**config.mk**
```make
export PLATFORM = sky130hd
export DESIGN_NAME = nibble_sequencer
export DESIGN_NICKNAME = d
export VERILOG_FILES = /design/src/rtl/nibble_pkg.sv /design/src/rtl/nibble_flags.sv /design/src/rtl/nibble_sequencer.sv
export SDC_FILE = /design/constraint.sdc
export NUM_CORES = 1
export LEC_CHECK = 0
export ABC_AREA = 1
export CORE_MARGIN = 1
export CORE_UTILIZATION = 49
export CTS_CLUSTER_SIZE = 28
export DETAILED_ROUTE_END_ITERATION = 10
export DONT_BUFFER_PORTS = 1
export GPL_TIMING_DRIVEN = 0
export PLACE_DENSITY = 0.73
export SYNTH_ARGS = -nofsm -noshare
export SYNTH_HDL_FRONTEND = slang
export SYNTH_SLANG_ARGS = --single-unit
```
**constraint.sdc**
```tcl
create_clock -name clk -period 1.6 [get_ports clk]
set_input_delay 0.32 -clock clk [delete_from_list [all_inputs] [get_ports clk]]
set_output_delay 0.32 -clock clk [all_outputs]
set_load 0.05 [all_outputs]
```
**src/rtl/nibble_pkg.sv**
```systemverilog
// Shared constants for the nibble CPU sequencer: opcodes, FSM state codes,
// ALU select codes and the two-byte opcode mask.
package nibble_pkg;

  localparam logic [1:0] ST_FETCH = 2'd0;
  localparam logic [1:0] ST_ADDR  = 2'd1;
  localparam logic [1:0] ST_EXEC  = 2'd2;

  localparam logic [3:0] OP_JC    = 4'h0;
  localparam logic [3:0] OP_JNC   = 4'h1;
  localparam logic [3:0] OP_CMPI  = 4'h2;
  localparam logic [3:0] OP_CMPM  = 4'h3;
  localparam logic [3:0] OP_LIT   = 4'h4;
  localparam logic [3:0] OP_IN    = 4'h5;
  localparam logic [3:0] OP_LD    = 4'h6;
  localparam logic [3:0] OP_ST    = 4'h7;
  localparam logic [3:0] OP_JZ    = 4'h8;
  localparam logic [3:0] OP_JNZ   = 4'h9;
  localparam logic [3:0] OP_ADDI  = 4'hA;
  localparam logic [3:0] OP_ADDM  = 4'hB;
  localparam logic [3:0] OP_JMP   = 4'hC;
  localparam logic [3:0] OP_OUT   = 4'hD;
  localparam logic [3:0] OP_NANDI = 4'hE;
  localparam logic [3:0] OP_NANDM = 4'hF;

  localparam logic [1:0] ALU_PASS = 2'b00;
  localparam logic [1:0] ALU_SUB  = 2'b01;
  localparam logic [1:0] ALU_ADD  = 2'b10;
  localparam logic [1:0] ALU_NAND = 2'b11;

  // Bit n set means opcode n carries a second (low address) byte:
  // 0,1,3,6,7,8,9,B,C,F.
  localparam logic [15:0] TWO_BYTE_MASK = 16'b1001_1011_1100_1011;

  function automatic logic is_two_byte(input logic [3:0] op);
    return TWO_BYTE_MASK[op];
  endfunction

endpackage

```
**src/rtl/nibble_flags.sv**
```systemverilog
// C/Z flag register with independent write enables.
module nibble_flags (
  input  logic clk,
  input  logic reset,
  input  logic c_we,
  input  logic z_we,
  input  logic c_in,
  input  logic z_in,
  output logic c,
  output logic z
);

  // Each flag only moves when its own enable is set.
  always_ff @(posedge clk) begin
    if (!reset) begin
      c <= 1'b0;
      z <= 1'b0;
    end else begin
      if (c_we) c <= c_in;
      if (z_we) z <= z_in;
    end
  end

endmodule

```
**src/rtl/nibble_sequencer.sv**
```systemverilog
// Control sequencer for the 4-bit CPU: FETCH -> [ADDR] -> EXEC.
// Optional single-step gating is enabled by defining NIBBLE_SEQ_STEP_EN.
module nibble_sequencer
  import nibble_pkg::*;
#(
  parameter int ADDR_W = 12
) (
  input  logic              clk,
  input  logic              reset,
  input  logic              run,
`ifdef NIBBLE_SEQ_STEP_EN
  input  logic              step,
`endif
  input  logic [3:0]        instr,
  input  logic [3:0]        oprnd,
  input  logic [7:0]        program_byte,
  input  logic              alu_c,
  input  logic              alu_z,
  output logic              en_PC,
  output logic              en_Fetch,
  output logic              loact,
  output logic [ADDR_W-1:0] load,
  output logic [ADDR_W-1:0] ram_addr,
  output logic              acc_we,
  output logic              imm_oe,
  output logic              ram_oe,
  output logic              ram_we,
  output logic              in_oe,
  output logic              out_we,
  output logic [1:0]        alu_sel,
  output logic              c_flag,
  output logic              z_flag
);

  logic [1:0]        state, state_nxt;
  logic [ADDR_W-1:0] addr_reg;
  logic              go;
  logic              c_q, z_q, c_we, z_we;

`ifdef NIBBLE_SEQ_STEP_EN
  logic step_q, step_qq, step_pend, rise;
  assign rise = step_q & ~step_qq;
  assign go   = run & (step_pend | rise);

  // Register step, detect its rising edge, and hold one pulse until FETCH uses it.
  always_ff @(posedge clk) begin
    if (!reset) begin
      step_q    <= 1'b0;
      step_qq   <= 1'b0;
      step_pend <= 1'b0;
    end else begin
      step_q  <= step;
      step_qq <= step_q;
      if (state == ST_FETCH && go) step_pend <= step_pend & rise;
      else if (rise)               step_pend <= 1'b1;
    end
  end
`else
  assign go = run;
`endif

  // Next-state and strobe decode; reset low forces every output to zero.
  always_comb begin
    state_nxt = state;
    en_PC     = 1'b0;
    en_Fetch  = 1'b0;
    loact     = 1'b0;
    load      = '0;
    ram_addr  = '0;
    acc_we    = 1'b0;
    imm_oe    = 1'b0;
    ram_oe    = 1'b0;
    ram_we    = 1'b0;
    in_oe     = 1'b0;
    out_we    = 1'b0;
    alu_sel   = ALU_PASS;
    c_we      = 1'b0;
    z_we      = 1'b0;
    case (state)
      ST_FETCH: begin
        // The fetch register is loaded at this edge, so decode the ROM byte.
        if (go) begin
          en_Fetch  = 1'b1;
          en_PC     = 1'b1;
          state_nxt = is_two_byte(program_byte[7:4]) ? ST_ADDR : ST_EXEC;
        end
      end
      ST_ADDR: begin
        en_PC     = 1'b1;
        state_nxt = ST_EXEC;
      end
      ST_EXEC: begin
        state_nxt = ST_FETCH;
        ram_addr  = addr_reg;
        case (instr)
          OP_JC:    loact = c_q;
          OP_JNC:   loact = ~c_q;
          OP_JZ:    loact = z_q;
          OP_JNZ:   loact = ~z_q;
          OP_JMP:   loact = 1'b1;
          OP_CMPI:  begin imm_oe = 1'b1; alu_sel = ALU_SUB; c_we = 1'b1; z_we = 1'b1; end
          OP_CMPM:  begin ram_oe = 1'b1; alu_sel = ALU_SUB; c_we = 1'b1; z_we = 1'b1; end
          OP_LIT:   begin imm_oe = 1'b1; acc_we = 1'b1; end
          OP_IN:    begin in_oe  = 1'b1; acc_we = 1'b1; end
          OP_LD:    begin ram_oe = 1'b1; acc_we = 1'b1; end
          OP_ST:    ram_we = 1'b1;
          OP_ADDI:  begin imm_oe = 1'b1; acc_we = 1'b1; alu_sel = ALU_ADD; c_we = 1'b1; z_we = 1'b1; end
          OP_ADDM:  begin ram_oe = 1'b1; acc_we = 1'b1; alu_sel = ALU_ADD; c_we = 1'b1; z_we = 1'b1; end
          OP_OUT:   out_we = 1'b1;
          OP_NANDI: begin imm_oe = 1'b1; acc_we = 1'b1; alu_sel = ALU_NAND; z_we = 1'b1; end
          OP_NANDM: begin ram_oe = 1'b1; acc_we = 1'b1; alu_sel = ALU_NAND; z_we = 1'b1; end
          default:  ;
        endcase
        if (loact) load = addr_reg;
      end
      default: state_nxt = ST_FETCH;
    endcase
    if (!reset) begin
      en_PC    = 1'b0;
      en_Fetch = 1'b0;
      loact    = 1'b0;
      load     = '0;
      ram_addr = '0;
      acc_we   = 1'b0;
      imm_oe   = 1'b0;
      ram_oe   = 1'b0;
      ram_we   = 1'b0;
      in_oe    = 1'b0;
      out_we   = 1'b0;
      alu_sel  = ALU_PASS;
    end
  end

  // State register and second-byte address capture.
  always_ff @(posedge clk) begin
    if (!reset) begin
      state    <= ST_FETCH;
      addr_reg <= '0;
    end else begin
      state <= state_nxt;
      if (state == ST_ADDR) addr_reg <= ADDR_W'({oprnd, program_byte});
    end
  end

  nibble_flags u_flags (
    .clk   (clk),
    .reset (reset),
    .c_we  (c_we),
    .z_we  (z_we),
    .c_in  (alu_c),
    .z_in  (alu_z),
    .c     (c_q),
    .z     (z_q)
  );

  assign c_flag = reset & c_q;
  assign z_flag = reset & z_q;

endmodule

```
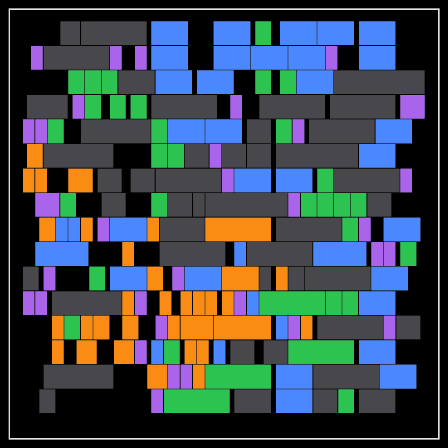
Fig. 1. Selected gate families (run 1).
nor cells -> blue  # cells 38, most used nor2_4
inv cells -> purple  # cells 32, most used inv_1, where widely spread
aoi and oai cells -> green  # cells 33, most used a21oi_1, where widely spread
nand cells -> orange  # cells 33, most used nand2_1

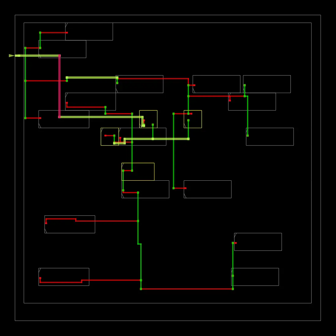
Fig. 2. Clock wiring as the flow saved it (run 1).
Clock buffer cells: 4
final worst clock skew: 8.437 ps
CTS sink cnt: 16
clock network power consumption: 0.000288 W

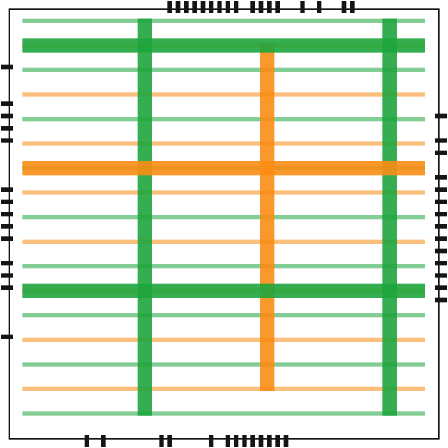
Fig. 3. Floorplan with the power grid (run 1).
Pins as bars on the die edge.
VSS -> green
VDD -> orange
met4 straps = 3
signal pins = 58
met5 straps = 3
Vert. Die Dim: 47.45 um
Horiz. Die Dim: 47.45 um
peak supply drop: 0.5285 mV
core area: 1942 um2

## run 1: Yosys cell counts, types with 2 or more instances
master and number:
sky130_fd_sc_hd__inv_1 31, sky130_fd_sc_hd__nor2_1 25, sky130_fd_sc_hd__nand3_1 7, sky130_fd_sc_hd__clkbuf_1 3
sky130_fd_sc_hd__nand2_2 2, sky130_fd_sc_hd__nand2_1 20, sky130_fd_sc_hd__nor3_1 2, sky130_fd_sc_hd__a21oi_1 16
sky130_fd_sc_hd__nor2_2 8, sky130_fd_sc_hd__buf_2 3, sky130_fd_sc_hd__o21ai_0 13, sky130_fd_sc_hd__a211oi_1 3
sky130_fd_sc_hd__nand4_1 2, sky130_fd_sc_hd__nor2_4 3, sky130_fd_sc_hd__dfxtp_1 16
==> git commit body, run 1 <==
Store results of the implementation flow

* Result of the run: complete, but fails checks
- The final reports fail on setup timing.
- CTS reports a maximum clock tree buffer depth of 2.
- Worst setup path start: state[1]
- In this run the count of I/O pins placed on the die edge is 58.
* Worst slew pin tran: 624.5 ps
- Initial core utilization: 52.13%
- Relative area of clock buffers and inverters in the final design: 2.287%
- Share of power burned in combinational logic: 27.5%
- Global-route layer with the greatest usage: met2
* Cell Chain, Critical Path: inv_2, nor2_4, nand2_8, nor2_4, nand2_4, buf_12, nor2_4
- Per the final report, the share of cell area in non-clock buffers is 15.69%.
- After Yosys synthesis, and, or, nand and nor cells account for 34.36% of the synthesized area.
* Largest family of logic cells by area: simple AND/OR/NAND/NOR gates
- At the end of the flow the core is filled with cells to 81.70%.
- End of the worst register-to-register path: addr_reg[0]
- Arrival time of the worst setup path: 1610 ps
* Number of antenna violations at the first check in global routing: 0
- Checking max transition, the worst relative margin is 58.23%.
- Detailed-placement wirelength estimate: 1878 um
- Count of cell instances traversed by the critical path: 7
- Hold path start: alu_z
- Multi-input gate area: 814.5 um2
- Comb. pwr: 0.000273 W
- In this run, the synthesized area fraction spent on adder and majority cells is recorded as 1.236%.
- In the final layout, excluding clock buffers the buffer count is 23.
- The synthesized design contains 16 register bits.
- The longest incremental delay of any stage on the critical path is reported as 350 ps.
* Yosys cell count: 161
* Top cell family by delay on the critical path: simple AND/OR/NAND/NOR gates
* Final Hold Violation Tally: 0
* Std-Cell Rows: 16
- Sequential area share after synthesis: 31.64%
* Count of inserted tapcells: 27
- Global routing used 7.170% of the available met3 tracks.
- Total die area: 2252 um2
* Async S/R FF share, synth: 0%
- Fill cell count: 118
* Hold endpoint: u_flags.z
- Ranked by power, first place goes to registers.
* Met3 wire length: 222 um
- Number of flops mapped to enable cells by yosys: 0
- In the Yosys stats the netlist draws on 22 distinct library cells.
- Hold-fix buffers at CTS: 0
- Number of global-route vias before repair: 935
* Uppermost layer routed: met4
- The final antenna diode tally reported by the flow is 0.
- Per the synthesis report, the single largest cell type by area occupies 31.64% of cell area.
- The report shows a maximum critical-path fanout of 7.
- The congestion estimate from routability-driven global placement came to 0.8434.
- Remaining routing DRC violations: 0
- STA puts the critical path data required time at 1280 ps.
- Pins over their slew limit in the final report were tallied at 0.
- STA classifies the critical path startpoint as a flip-flop.
* Final setup margin: -327.5 ps
- Placed instance count: 188
- On the critical path, the stage with the largest delay is an instance of sky130_fd_sc_hd__dfxtp_2.
- Violation tally from detailed-route iteration zero: 24
* Critical Path End Type: primary output
- The tree is rooted in a sky130_fd_sc_hd__clkbuf_4.
- The area recorded from the Yosys report for this design is 1012 um2.
- Top cells by area, synth: sky130_fd_sc_hd__dfxtp_1 (32%), sky130_fd_sc_hd__inv_1 (11%), sky130_fd_sc_hd__nor2_1 (9.3%)
- Between the synthesized netlist and the finished layout, the area growth was recorded as 56.74%.
- Per the layout report, the design carries 32 non-clock inverters.
- Final TNS setup: -9557 ps
- Across all layers, the routed design uses 1158 vias.
- Pwr dens: 625.7 nW/um2
- Once layout is complete, the cells apart from fillers number 208.
- Finish-stage setup viols: 35
- Cell area after layout: 1587 um2
- Counting the buffers created by CTS gives 3.
- Yosys reports the multiplexer fraction of the synthesized area as 0%.
- TritonCTS clock tree: built
Fig. 4: run 1, sequential cells colored by netlist name
Other sequential cells in the stronger gray, the rest of the logic in the fainter gray.
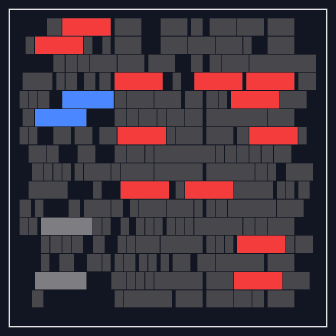

==> run 2, diff against run 1 <==
- CORE_ASPECT_RATIO: not set -> 1.1
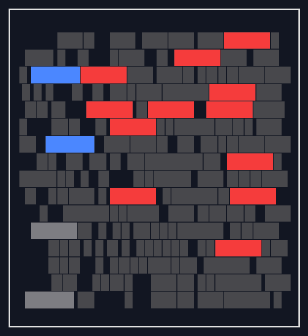
Fig. 5. Sequential cells colored by netlist name (run 2).
Other sequential cells in the stronger gray, the rest of the logic in the fainter gray.
`addr_reg` -> red  # sequential cells 12
`state` -> blue  # sequential cells 2
final core area utilization: 82.06%
sequential cell area share: 21.21%
power dissipated in sequential cells: 0.000431 W

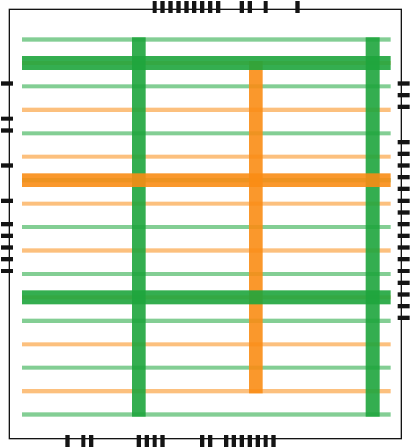
Fig. 6. Floorplan with the power grid (run 2).
Pins as bars on the die edge.
VDD -> orange
VSS -> green
met1 rails = 17
met5 straps = 3

==> run 2 against run 1 <==
Compared with the run above:
- the flow still finishes with violations (setup timing)
- worst setup slack worse by 48 ps
- combinational power is 3% lower
- sequential cell count stayed put
- via count is 3.2% lower
- global-route usage is 0.47 points higher
- sequential power hardly changed
- wire length is 7.0% lower
- sequential share of layout area is 0.71 points higher
- largest cell class unchanged
- largest power group unchanged
- highest routed layer unchanged
==> git commit body, run 2 <==
Store results of the implementation flow

* Most instantiated library cell after synthesis: sky130_fd_sc_hd__inv_1
- STA lists the endpoint of the worst register-to-register path as addr_reg[3].
- The final number of max-transition violations is 0 (unchanged).
- The synthesis area per yosys was 1012 um2 (unchanged).
- The number of buffers between clock root and the deepest sink was 2 (unchanged).
- Post-synthesis cell type count: 22 (unchanged)
- Failing checks: setup timing
* Async S/R FF share, synth: 0% (unchanged)
* Placed instance area: 1152 um2
- The run finished, with violations left.
- Leaving out fill and tap cells, the most frequent cells in the layout are sky130_fd_sc_hd__nor2_4 (29), sky130_fd_sc_hd__inv_1 (28), sky130_fd_sc_hd__nand2_1 (20).
- Looking at the cell usage after synthesis, the top flip-flop cell is sky130_fd_sc_hd__dfxtp_1.
* Final Hold Violation Tally: 0 (unchanged)
* Met3 wire length: 152 um (-32%)
* Final antenna diode count: 0 (unchanged)
- The post-synthesis cell count from yosys came to 161 (unchanged).
- Delay of the slowest critical-path stage: 350 ps (about the same)
- Final setup margin: -375.2 ps (-47.71 ps)
* Post-route ant nets: 0
* Total Power: 0.0009704 W
- The multi-input logic area is 814.5 um2 (unchanged).
* Max stage delay cell, worst path: sky130_fd_sc_hd__dfxtp_2
- The floorplan row count came to 16 (unchanged).
- The number of remaining DRC errors is 0 (unchanged).
- Sequential cells placed in the final layout were counted as 16.
* Total global routing track utilization: 27.33%
* Comb. pwr: 0.000264 W (-3%)
- The script logs the ratio of routed vias to standard cells as 5.442.
- The worst setup path is launched from a flip-flop.
- H-tree levels: 1
- Vert. Die Dim: 49.67 um (+4.7%)
- The highest layer touched by signal routing is met4.
* Number of nets at floorplan: 183
* Pin count of the biggest net entering global routing: 11
- The fraction of the core area occupied by cells at floorplan was 54.37% (+2.2 points).
* Area growth from synthesis to final layout: 50.93%
- Critical Path End Type: primary output
* Net switching fraction of the power: 34.14%
* Ys flops: 16 (unchanged)
- Registers take 324.1 um2.
- In this run, the synthesized area fraction spent on xor and xnor cells is recorded as 0%.
- Looking at the power breakdown, sequential logic takes 44.4% of the total.
* Placed instance count: 188 (unchanged)
- Nonclk buf count: 21 (-8.7%)
* Unrepaired setup endpoints after global routing: true
- The worst path in the final design needs a cycle of 1975 ps, including I/O delays and setup.
- Post-Synth Simple-Gate Area: 34.36% (unchanged)
- The final-layout fill cell count is 120 (+1.7%).
* Largest family of logic cells by area: simple AND/OR/NAND/NOR gates
* Cell area after layout: 1528 um2 (-3.7%)
- Worst slew pin tran: 619.2 ps (-5.237 ps)
- Tally of non-filler cells in the final layout: 206 (-0.96%)
- Top cell family by delay on the critical path: simple AND/OR/NAND/NOR gates
* Number of flip-flops under the largest register name: 12
- The routed design uses 1554 um of met2 wire.
* Data required, critical path: 1280 ps (about the same)
- After Yosys synthesis, AND-OR and OR-AND compound gates account for 17.18% of the synthesized area.
- Mux cell area share after synthesis: 0% (unchanged)
- The proportion of final cell area spent on non-clock buffers came to 12.53% (-3.2 points).
- The total die area came to 2252 um2 (about the same).
* Detailed-placement wirelength estimate: 1835 um (-2.3%)
- The analysis attributes to cell leakage a power of 0.5498 nW.
- The initial detailed-routing violation count was 28 (+17%).
- Global-route layer with the greatest usage: met2
- Hold endpoint: u_flags.z
- The clock network power consumption came to 0.000276 W (-4%).
* Number of antenna violations at the first check in global routing: 0 (unchanged)
- The number of sinks on the clock net is 16 (unchanged).
* Clock power frac: 28.4%
- WL final: 3040 um
* GR Layer Usage met2: 48.07%
* Critical path buffers and inverters: 2
- Arrival time of the worst setup path: 1660 ps (+50 ps)
- TritonCTS built the clock tree.
- Cells with a size suffix above 1 make up 39.66% of the layout.
- The clock-cell share of area is 2.375% (+0.088 points).
* Clock insertion delay at the later pin of the skew report: 300 ps
* Final Wtd Congestion: 0.8519 (+1.0%)
* Global-route track usage on met3: 5.128% (-2.0 points)
- Pwr dens: 635.2 nW/um2 (+1.5%)
- Top cells by area, synth: sky130_fd_sc_hd__dfxtp_1 (32%), sky130_fd_sc_hd__inv_1 (11%), sky130_fd_sc_hd__nor2_1 (9.3%)
- Cell internal pwr: 0.0006391 W
- Number of flops mapped to enable cells by yosys: 0 (unchanged)
- Routed vias: 1121 (-3.2%)
- The warning tally printed by Yosys for this design is 0.
- The layout report gives the multi-input gate share of total cell area as 53.32%.
- The combinational fraction of design power was 27.2% (-0.3 points).
- Cell types with the highest counts after synthesis: sky130_fd_sc_hd__inv_1 (31), sky130_fd_sc_hd__nor2_1 (25), sky130_fd_sc_hd__nand2_1 (20)
- Horiz. Die Dim: 45.34 um (-4.5%)
* Count of cell instances traversed by the critical path: 7 (unchanged)
- The final setup skew was 13.01 ps (+4.572 ps).
- I/O pins: 58 (unchanged)
- Cell type with the largest total area after synthesis: sky130_fd_sc_hd__dfxtp_1
- The fraction of synthesized cell area taken by the top area cell type was 31.64% (unchanged).
- On the worst setup and hold paths after CTS, the clock-pin slew comes to 110 ps.
- Per STA, the worst path is made up of inv_2, nor2_4, nand2_8, nor2_4, nand2_4, buf_12, nor2_4.
- Met1 layer wirelength in the final routing: 1240 um
- The worst hold path belongs to the class primary input to flip-flop.
- The final layout contains 202 nets.
* Post-detailed-route wirelength per cell: 14.76 um
* MI comb cells: 106
- Reported net switching power: 0.0003313 W
- The adder-cell share of the synthesized area was 1.236% (unchanged).
* Count of non-CTS inverters in the layout: 32 (unchanged)
* Count of inserted tapcells: 27 (unchanged)
- Wire length of the first global-routing pass: 4471 um
- The number of maximum-capacitance violations recorded for the run is 0.
- The startpoint identified for the worst register-to-register timing path is state[1].
* Number of stages on the worst hold path: 2
* Clock buffer cells: 4 (unchanged)
- Port buffering added 0 buffers.
* Finish-stage setup viols: 35 (unchanged)
- Power group with the largest share: registers
* Sequential area share after synthesis: 31.64% (unchanged)
* Total clock buffers created by CTS: 3 (unchanged)
- The tree is rooted in a sky130_fd_sc_hd__clkbuf_4.
- The setup total negative slack came to -10690 ps (-1136 ps).
* Met1 usage in global routing: 31.29%
- Maximum fanout along the worst path: 10 (+3)
- The logs give a warning total of 29.
- Most common logic cell in the routed design: sky130_fd_sc_hd__nor2_4
- Total iterations of the first detailed-routing run: 4
- Length in cells of the worst reg-to-reg path: 4
- Slew margin rel.: 58.58% (+0.35 points)
- Core area: 1862 um2 (-4.1%)
- The highest clock rate this design can be run at is 506.3 MHz.
* Number of global-route vias before repair: 993 (+6.2%)
- Peak supply drop: 0.5276 mV (-0.16%)
- The synthesized netlist handed to floorplanning was reported with a cell count of 161.
- The worst-case reg-to-reg setup slack stands at 360 ps.
- Hold path start: alu_z
==> run 2: netlist changes by cell type in the layout (fill, tap and decap cells not counted), sizes merged <==
cell	before	now
clkbuf	8	7
buf	19	18
==> run 2: how the worst max path moves through the flow <==
stage / start / slack (ps) / end
after global placement: state[1] / -450 / ram_addr[9]
after detailed placement: state[1] / -480 / ram_addr[9]
final: state[1] / -380 / load[6]
after CTS: state[1] / -330 / load[9]
after floorplan: state[1] / -250 / ram_addr[10]
after global routing: state[1] / -420 / load[11]
==> run 2: repair_timing <==
action,CTS,global route
setup endpoints to repair,36,36
buffers inserted,10,3
hold buffers,0,0
gates cloned,1,0
pin swaps,11,10
gates resized,45,4
==> run 2: logic make-up after synthesis <==
logic type      Yosys count
buf+inv                  39
simple gates             72
flops                    16
fa+ha+maj                 1
compound gates           33
==> run 3, diff against run 2 <==
- CAP_MARGIN: not set -> 5
- CTS_CLUSTER_SIZE: 28 -> 14
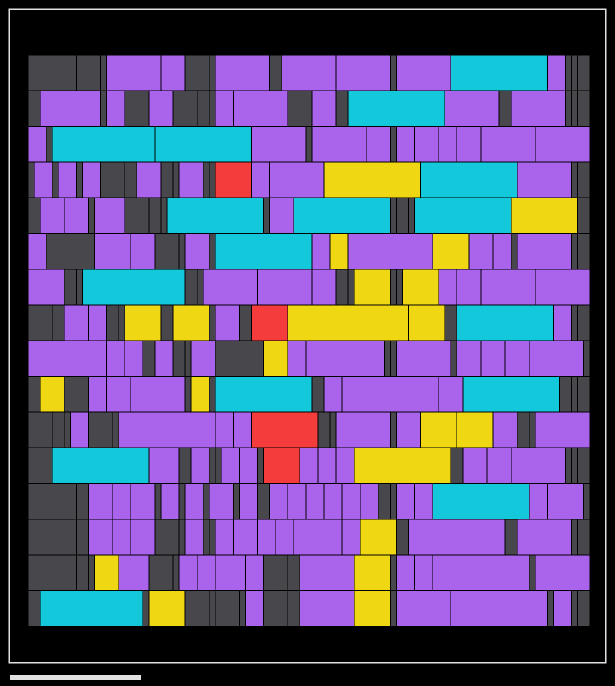
Fig. 7. Placed cells, one color a class (run 3).
The bar under the picture is 10 um long. Fill, decap, tap and diode cells in gray.
remaining buffers and delay cells -> yellow  # cells 21, share of their area 13%
sequential cells -> cyan  # cells 16, share of their area 22%
remaining logic cells -> purple  # cells 138, share of their area 63%
clock drivers and dummy loads -> red  # cells 4, share of their area 2.4%
core area: 1862 um2
cell area after layout: 1528 um2
Std-Cell Rows: 16

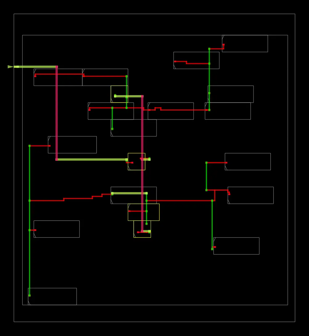
Fig. 8. Clock wiring as the flow saved it (run 3).
total clock buffers created by CTS: 3
clock insertion delay at the later pin of the skew report: 300 ps

==> run 3 against run 2 <==
Compared with the run above:
- the run still ends with setup timing left
- critical path depth unchanged
- non-clock buffer count unchanged
- die area unchanged
- register-to-register slack about the same
- first-iteration DRC count unchanged
- via count unchanged
- power unchanged
- critical path type unchanged
- largest cell class unchanged
- largest power group unchanged
==> git commit body, run 3 <==
Store results of the implementation flow

* Result of the run: complete, but fails checks
- Failing checks: setup timing
- The initial antenna violation count is 0 (unchanged).
- Power group with the largest share: registers
- The area added between synthesis and finish was 50.93% (unchanged).
- The switching share of total power was 34.14% (unchanged).
- Post-route ant nets: 0 (unchanged)
- Number of stages on the worst hold path: 2 (unchanged)
- Final antenna diode count: 0 (unchanged)
- Cell type with the largest total area after synthesis: sky130_fd_sc_hd__dfxtp_1
* Mapped Cells: 161 (unchanged)
- The endpoint identified for the worst register-to-register timing path is addr_reg[3].
- Ys flops: 16 (unchanged)
- The maximum number of pins on one net before global-route repair came to 11 (unchanged).
- Detailed-placement wirelength estimate: 1835 um (unchanged)
- Yosys warning total: 0 (unchanged)
- The number of vias per cell after detailed routing came to 5.442 (unchanged).
* Global-route layer with the greatest usage: met2
- Delay of the slowest critical-path stage: 350 ps (about the same)
- Count of port buffers added during placement: 0 (unchanged)
* Post-Synth Simple-Gate Area: 34.36% (unchanged)
* Routed vias: 1121 (unchanged)
* Post-synthesis cell type count: 22 (unchanged)
- GR Layer Usage met2: 48.07% (unchanged)
- Pwr dens: 635.2 nW/um2 (unchanged)
* Remaining routing DRC violations: 0 (unchanged)
* Nets: 202 (unchanged)
- STA classifies the critical path startpoint as a flip-flop.
* Number of flip-flops under the largest register name: 12 (unchanged)
- Clock network power consumption: 0.000276 W (about the same)
* I/O pins: 58 (unchanged)
* Clock input transition at the sequential cells of the worst setup and hold paths: 110 ps (about the same)
- The routed wire length on met2 came to 1554 um (unchanged).
* Final worst clock skew: 13.01 ps (unchanged)
- Power dissipated in sequential cells: 0.000431 W (about the same)
* Global-route track usage on met3: 5.128% (unchanged)
- The area fraction in mux cells came to 0% (unchanged).
* Worst reg2reg startpoint: state[1]
- The area fraction in compound gates after synthesis is 17.18% (unchanged).
- Count of cell instances traversed by the critical path: 7 (unchanged)
* Cell at the root of the clock tree: sky130_fd_sc_hd__clkbuf_4
- Number of global-route vias before repair: 993 (unchanged)
* Final Hold Violation Tally: 0 (unchanged)
- Placed instance area: 1152 um2 (unchanged)
- The final number of max-transition violations is 0 (unchanged).
- Cell types with the highest counts after synthesis: sky130_fd_sc_hd__inv_1 (31), sky130_fd_sc_hd__nor2_1 (25), sky130_fd_sc_hd__nand2_1 (20)
- Signal nets in the final route climb as high as met4.
* WL final: 3040 um (unchanged)
- Adder-cell share of the synthesized area: 1.236% (unchanged)
- Total iterations of the first detailed-routing run: 4 (unchanged)
- Wire length of the first global-routing pass: 4471 um (unchanged)
- Total Power: 0.0009704 W (unchanged)
* Final setup margin: -375.2 ps (unchanged)
- Vert. Die Dim: 49.67 um (unchanged)
- CP endpoint: load[6]
* Final TNS setup: -10690 ps (unchanged)
* Peak supply drop: 0.5276 mV (unchanged)
- Number of flops mapped to enable cells by yosys: 0 (unchanged)
- The portion of total power attributed to sequential cells is 44.4% (about the same).
- OpenSTA lists the critical path startpoint as state[1].
- The reg-to-reg setup timing slack is 360 ps (about the same).
- Data required, critical path: 1280 ps (about the same)
- The cell depth of the worst flop-to-flop path came to 4 (unchanged).
- The total of cells resized after clock tree synthesis came to 45 (unchanged).
- The worst slew margin relative to its limit came to 58.58% (unchanged).
- Placed instance count: 188 (unchanged)
- The final routed wire length divided by cell count is 14.76 um (unchanged).
- Final Wtd Congestion: 0.8519 (unchanged)
- The total routing usage reported by global routing came to 27.33% (unchanged).
- H-tree levels: 1 (unchanged)
- The critical path data arrival time came to 1660 ps (about the same).
- Largest buffer count on any clock path: 2 (unchanged)
- The most frequently used library cell after synthesis is sky130_fd_sc_hd__inv_1.
* Setup Buffers After CTS: 10 (unchanged)
- Dominant flop cell: sky130_fd_sc_hd__dfxtp_1
- CTS sink cnt: 16 (unchanged)
- The routed length on met1 came to 1240 um (unchanged).
- Path category of the worst min-delay check: primary input to flip-flop
- The total setup violations reported at the end of the flow was 35 (unchanged).
- The total buffers and inverters traversed by the critical path is 2 (unchanged).
run 3: cell counts in the layout (fill, tap and decap cells not counted):
Identical to the previous run, type by type.
run 3: layout make-up:
cell class	instances	area, um2
Fill cell	120	334.1
Buffer	7	67.56
Clock buffer	4	36.28
Tap cell	27	33.78
Inverter	32	127.6
Multi-Input combinational cell	106	814.5
Timing Repair Buffer	14	123.9
Sequential cell	16	324.1
run 3: how the worst min path moves through the flow:
stage	startpoint	end
after floorplan	u_flags.z	u_flags.z
after CTS	alu_c	u_flags.c
after global placement	addr_reg[11]	addr_reg[11]
final	alu_z	u_flags.z
after detailed placement	u_flags.c	u_flags.c
after global routing	alu_z	u_flags.z
Power and IR drop assume default switching activity.
